File: config.mk
export PLATFORM = sky130hd
export DESIGN_NAME = spi_slave
export DESIGN_NICKNAME = d
export VERILOG_FILES = /design/src/rtl/spi_slave.sv
export SDC_FILE = /design/constraint.sdc
export NUM_CORES = 1
export LEC_CHECK = 0
export CELL_PAD_IN_SITES_DETAIL_PLACEMENT = 0
export CELL_PAD_IN_SITES_GLOBAL_PLACEMENT = 2
export CORE_ASPECT_RATIO = 1.5
export CORE_MARGIN = 2
export CORE_UTILIZATION = 30
export CTS_BUF_LIST = sky130_fd_sc_hd__clkbuf_16
export CTS_CLUSTER_DIAMETER = 50
export DETAILED_ROUTE_END_ITERATION = 6
export GPL_TIMING_DRIVEN = 0
export PLACE_DENSITY_LB_ADDON = 0.1
export SETUP_SLACK_MARGIN = 0.05
export SYNTH_ARGS = -nofsm -noshare
export SYNTH_HDL_FRONTEND = slang
export SYNTH_SLANG_ARGS = --single-unit
File: constraint.sdc
create_clock -name clk -period 3.15 [get_ports clk]
set_input_delay 0.63 -clock clk [delete_from_list [all_inputs] [get_ports clk]]
set_output_delay 0.63 -clock clk [all_outputs]
set_load 0.02 [all_outputs]
File: src/rtl/spi_slave.sv
// SPI responder: oversamples sck/ss_n/mosi on clk, deserialises mosi into rx_data and
// shifts a one-deep buffered tx word out on miso, MSB first, in any CPOL/CPHA mode.
module spi_slave #(
    parameter int   DATA_WIDTH = 8,
    parameter logic CPOL       = 1'b0,
    parameter logic CPHA       = 1'b0
) (
    input  logic                  clk,
    input  logic                  rst,
    input  logic                  sck,
    input  logic                  ss_n,
    input  logic                  mosi,
    output logic                  miso,
    output logic                  miso_oe,
    input  logic [DATA_WIDTH-1:0] tx_data,
    input  logic                  tx_wr,
    output logic                  tx_ready,
    output logic                  tx_underrun,
    output logic [DATA_WIDTH-1:0] rx_data,
    output logic                  rx_valid,
    input  logic                  rx_ack,
    output logic                  rx_overrun
);
    localparam int CNT_W = (DATA_WIDTH > 2) ? $clog2(DATA_WIDTH) : 1;
    localparam logic [CNT_W-1:0] LAST_BIT = CNT_W'(DATA_WIDTH - 1);

    typedef enum logic {IDLE, ACTIVE} state_t;
    state_t state;

    // _p0/_p1 are the two synchroniser flops, _p2 is the edge-detect history
    logic sck_p0, sck_p1, sck_p2;
    logic ss_p0, ss_p1, ss_p2;
    logic mosi_p0, mosi_p1;

    logic [CNT_W-1:0]      bit_cnt;
    logic [DATA_WIDTH-2:0] rx_shift;
    logic [DATA_WIDTH-1:0] rx_word;
    logic [DATA_WIDTH-1:0] tx_shift;
    logic [DATA_WIDTH-1:0] tx_hold;
    logic lead_edge, trail_edge, sample_edge, shift_edge;
    logic ss_fall, ss_rise, deselect, load, word_done;

    always_comb begin
        lead_edge   = (sck_p1 != CPOL) && (sck_p2 == CPOL);
        trail_edge  = (sck_p1 == CPOL) && (sck_p2 != CPOL);
        ss_fall     = ss_p2 && !ss_p1;
        ss_rise     = !ss_p2 && ss_p1;
        deselect    = (state == ACTIVE) && ss_rise;
        sample_edge = (state == ACTIVE) && !ss_rise && (CPHA ? trail_edge : lead_edge);
        shift_edge  = (state == ACTIVE) && !ss_rise && (CPHA ? lead_edge : trail_edge);
        // With CPHA=0 the first bit must be on miso before the first sck edge
        load        = (shift_edge && (bit_cnt == '0)) ||
                      (!CPHA && (state == IDLE) && ss_fall);
        rx_word     = {rx_shift, mosi_p1};
        word_done   = sample_edge && (bit_cnt == LAST_BIT);
    end

    always_ff @(posedge clk or posedge rst) begin
        if (rst) begin
            sck_p0      <= CPOL;
            sck_p1      <= CPOL;
            sck_p2      <= CPOL;
            ss_p0       <= 1'b1;
            ss_p1       <= 1'b1;
            ss_p2       <= 1'b1;
            mosi_p0     <= 1'b0;
            mosi_p1     <= 1'b0;
            state       <= IDLE;
            bit_cnt     <= '0;
            rx_shift    <= '0;
            tx_shift    <= '0;
            tx_hold     <= '0;
            tx_ready    <= 1'b1;
            tx_underrun <= 1'b0;
            rx_data     <= '0;
            rx_valid    <= 1'b0;
            rx_overrun  <= 1'b0;
        end else begin
            sck_p0  <= sck;
            sck_p1  <= sck_p0;
            sck_p2  <= sck_p1;
            ss_p0   <= ss_n;
            ss_p1   <= ss_p0;
            ss_p2   <= ss_p1;
            mosi_p0 <= mosi;
            mosi_p1 <= mosi_p0;

            if ((state == IDLE) && ss_fall)
                state <= ACTIVE;
            else if (deselect)
                state <= IDLE;

            tx_underrun <= load && tx_ready;
            rx_overrun  <= word_done && rx_valid && !rx_ack;

            // A write landing with an underrun load is kept for the next load
            if (load && !tx_ready)
                tx_ready <= 1'b1;
            else if (tx_wr && tx_ready) begin
                tx_hold  <= tx_data;
                tx_ready <= 1'b0;
            end

            if (deselect)
                tx_shift <= '0;
            else if (load)
                tx_shift <= tx_ready ? '0 : tx_hold;
            else if (shift_edge)
                tx_shift <= {tx_shift[DATA_WIDTH-2:0], 1'b0};

            if (deselect) begin
                bit_cnt  <= '0;
                rx_shift <= '0;
            end else if (sample_edge) begin
                rx_shift <= rx_word[DATA_WIDTH-2:0];
                bit_cnt  <= word_done ? '0 : bit_cnt + CNT_W'(1);
            end

            // A completing word beats a simultaneous acknowledge
            if (word_done) begin
                rx_data  <= rx_word;
                rx_valid <= 1'b1;
            end else if (rx_ack) begin
                rx_valid <= 1'b0;
            end
        end
    end

    assign miso    = tx_shift[DATA_WIDTH-1];
    assign miso_oe = !ss_p1;
endmodule

### Drive-strength map

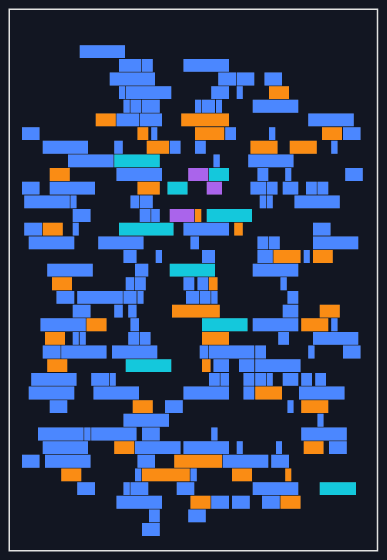
[x2] orange | cells: 38 | share: 18%
[x6 and larger] cyan | cells: 9 | share: 4.2%
[x3 and x4] purple | cells: 3 | share: 1.4%
[x1 and smaller] blue | cells: 164 | share: 77%
Area growth syn-to-layout: 26.4%
Buffers, non-clock: 37
Setup WS post-layout: 1.06 ns

### Clock network drawn from the DEF

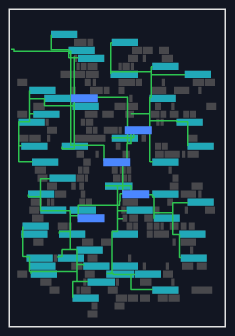
[flip-flops] cyan | count: 47
[clock wires] green | length: 617 um
[clock-net drivers] blue | count: 5
flops lie: spread over the die
Fin Clk Skew: 0.00448 ns
later-pin clock latency in the skew report: 0.28 ns
Clock power frac: 0.327
P_clk: 0.596 mW

### Track usage over the die

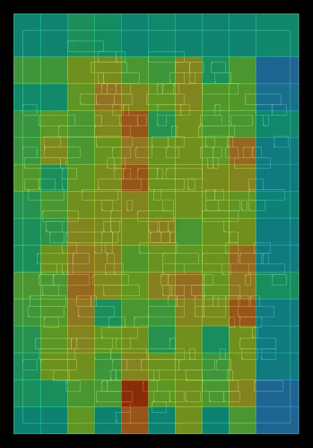
GR peak layer: met2
gr usage total: 0.129
met2 global-route usage: 0.227
met3 usage: 0.0225

### Logic cells by family

Scale bar: 20 um.
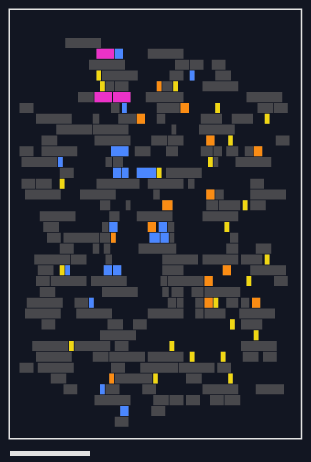
[fa/ha/maj cells] magenta | cells: 3
[nand cells] blue | cells: 18
[nor cells] orange | cells: 14
[inv cells] yellow | cells: 23 | where: spread over the die
Final Non-Filler Cells: 292
Comb area share: 0.306
most instantiated logic cell after routing: dfrtp_1

### Metal 3

Cells faint in the background.
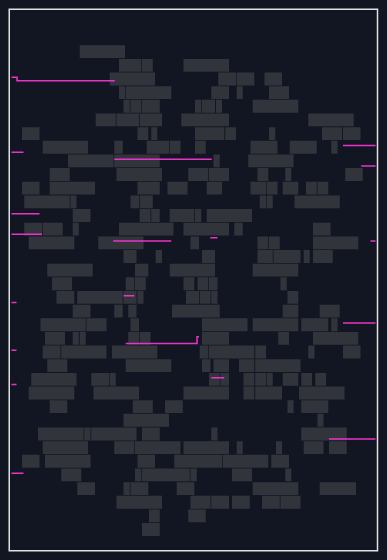
wire length on this layer: 114 um
main direction: horizontal
share of all routed wire: 2.5%
nets with wire on the layer: 16
longest straight run: 19.3 um
Vias: 1452
total wire length: 4610 um

power groups by stage:
| stage | Sequential (mW) | Combinational (mW) | Clock [mW] |
|---|---|---|---|
| 6_report | 0.804 | 0.421 | 0.596 |
| 3_3_place_gp | 0.812 | 0.417 | 0 |
| 2_1_floorplan | 0.812 | 0.302 | 0 |
| 3_5_place_dp | 0.817 | 0.431 | 0 |
| 5_1_grt | 0.822 | 0.473 | 0.644 |
| 4_1_cts | 0.805 | 0.433 | 0.620 |
metal layers:
metal	up-vias	GRT usage	wire length (um)
met1	740	0.156	1890
li1	687	-	-
met3	4	0.0225	113
met4	0	0.0437	47
met5	-	0	0
met2	21	0.227	2560
cell families after synthesis:
logic type | share of synthesized area
mux | 0.113
compound gates | 0.129
simple gates | 0.128
fa+ha+maj | 0.0175
flops | 0.550
buf+inv | 0.0624
==> impl_metrics.json <==
{
  "tns_ns": 0,
  "num_rows": 37,
  "yosys.stat.seqShare": 0.550,
  "setup_viol": 0,
  "status": "complete, no violations",
  "crit_path_end_kind": "output pin",
  "wl_per_cell_um": 15.8,
  "ys_warn_count": 0,
  "hp-start": "sck_p0",
  "drc": 0,
  "peakVddDrop_mv": 0.238,
  "dpl.hpwl_um": 3320,
  "power_density_mw_per_mm2": 671,
  "yosys_area_mm2": 0.00215,
  "htreeDepth": 2,
  "hold_path_depth": 0,
  "top_regs": "rx_data x8, tx_hold x8, tx_shift x8",
  "seqCellArea_mm2": 0.00118,
  "topCellsByArea": "dfrtp_1 (50%), mux2_2 (9.4%), dfstp_2 (4.9%), o221ai_2 (4.9%), inv_1 (3.8%)",
  "ys_types": 35,
  "clkbuf_count": 5,
  "switching_power_mw": 0.502,
  "crit_path_top_delay_cell": "dfstp_2",
  "startpoint": "ss_p1",
  "cts_tree": "yes",
  "drtPass1Iterations": 4,
  "finish.utilization": 0.393,
  "path_clk_slew_ns": 0.06,
  "fin_nets": 231,
  "largest_class": "flip-flops and latches",
  "cp-start-kind": "flop",
  "cts_buffer_depth": 2,
  "finalMaxSlewViolations": 0,
  "ys_cells": 177,
  "lay_top_cells": "dfrtp_1 (43), clkdlybuf4s50_1 (28), inv_1 (21), mux2_2 (18), nor2b_1 (10)",
  "fmax_ghz": 0.478,
  "switching_share": 0.276,
  "fp_util": 0.311,
  "slew_headroom": 0.560,
  "dieArea_mm2": 0.00786,
  "seq_share": 0.435,
  "antennaDiodeCount": 0,
  "hold_path.class": "reg -> reg",
  "grt_max_degree": 29,
  "gp_congestion": 0.676,
  "port_buffers": 28,
  "path_buffers": 2,
  "most_common_cell": "dfrtp_1",
  "fin_crit_sh": 0.664
}
Power figures rest on the tool's default switching activity, not on a simulated workload.
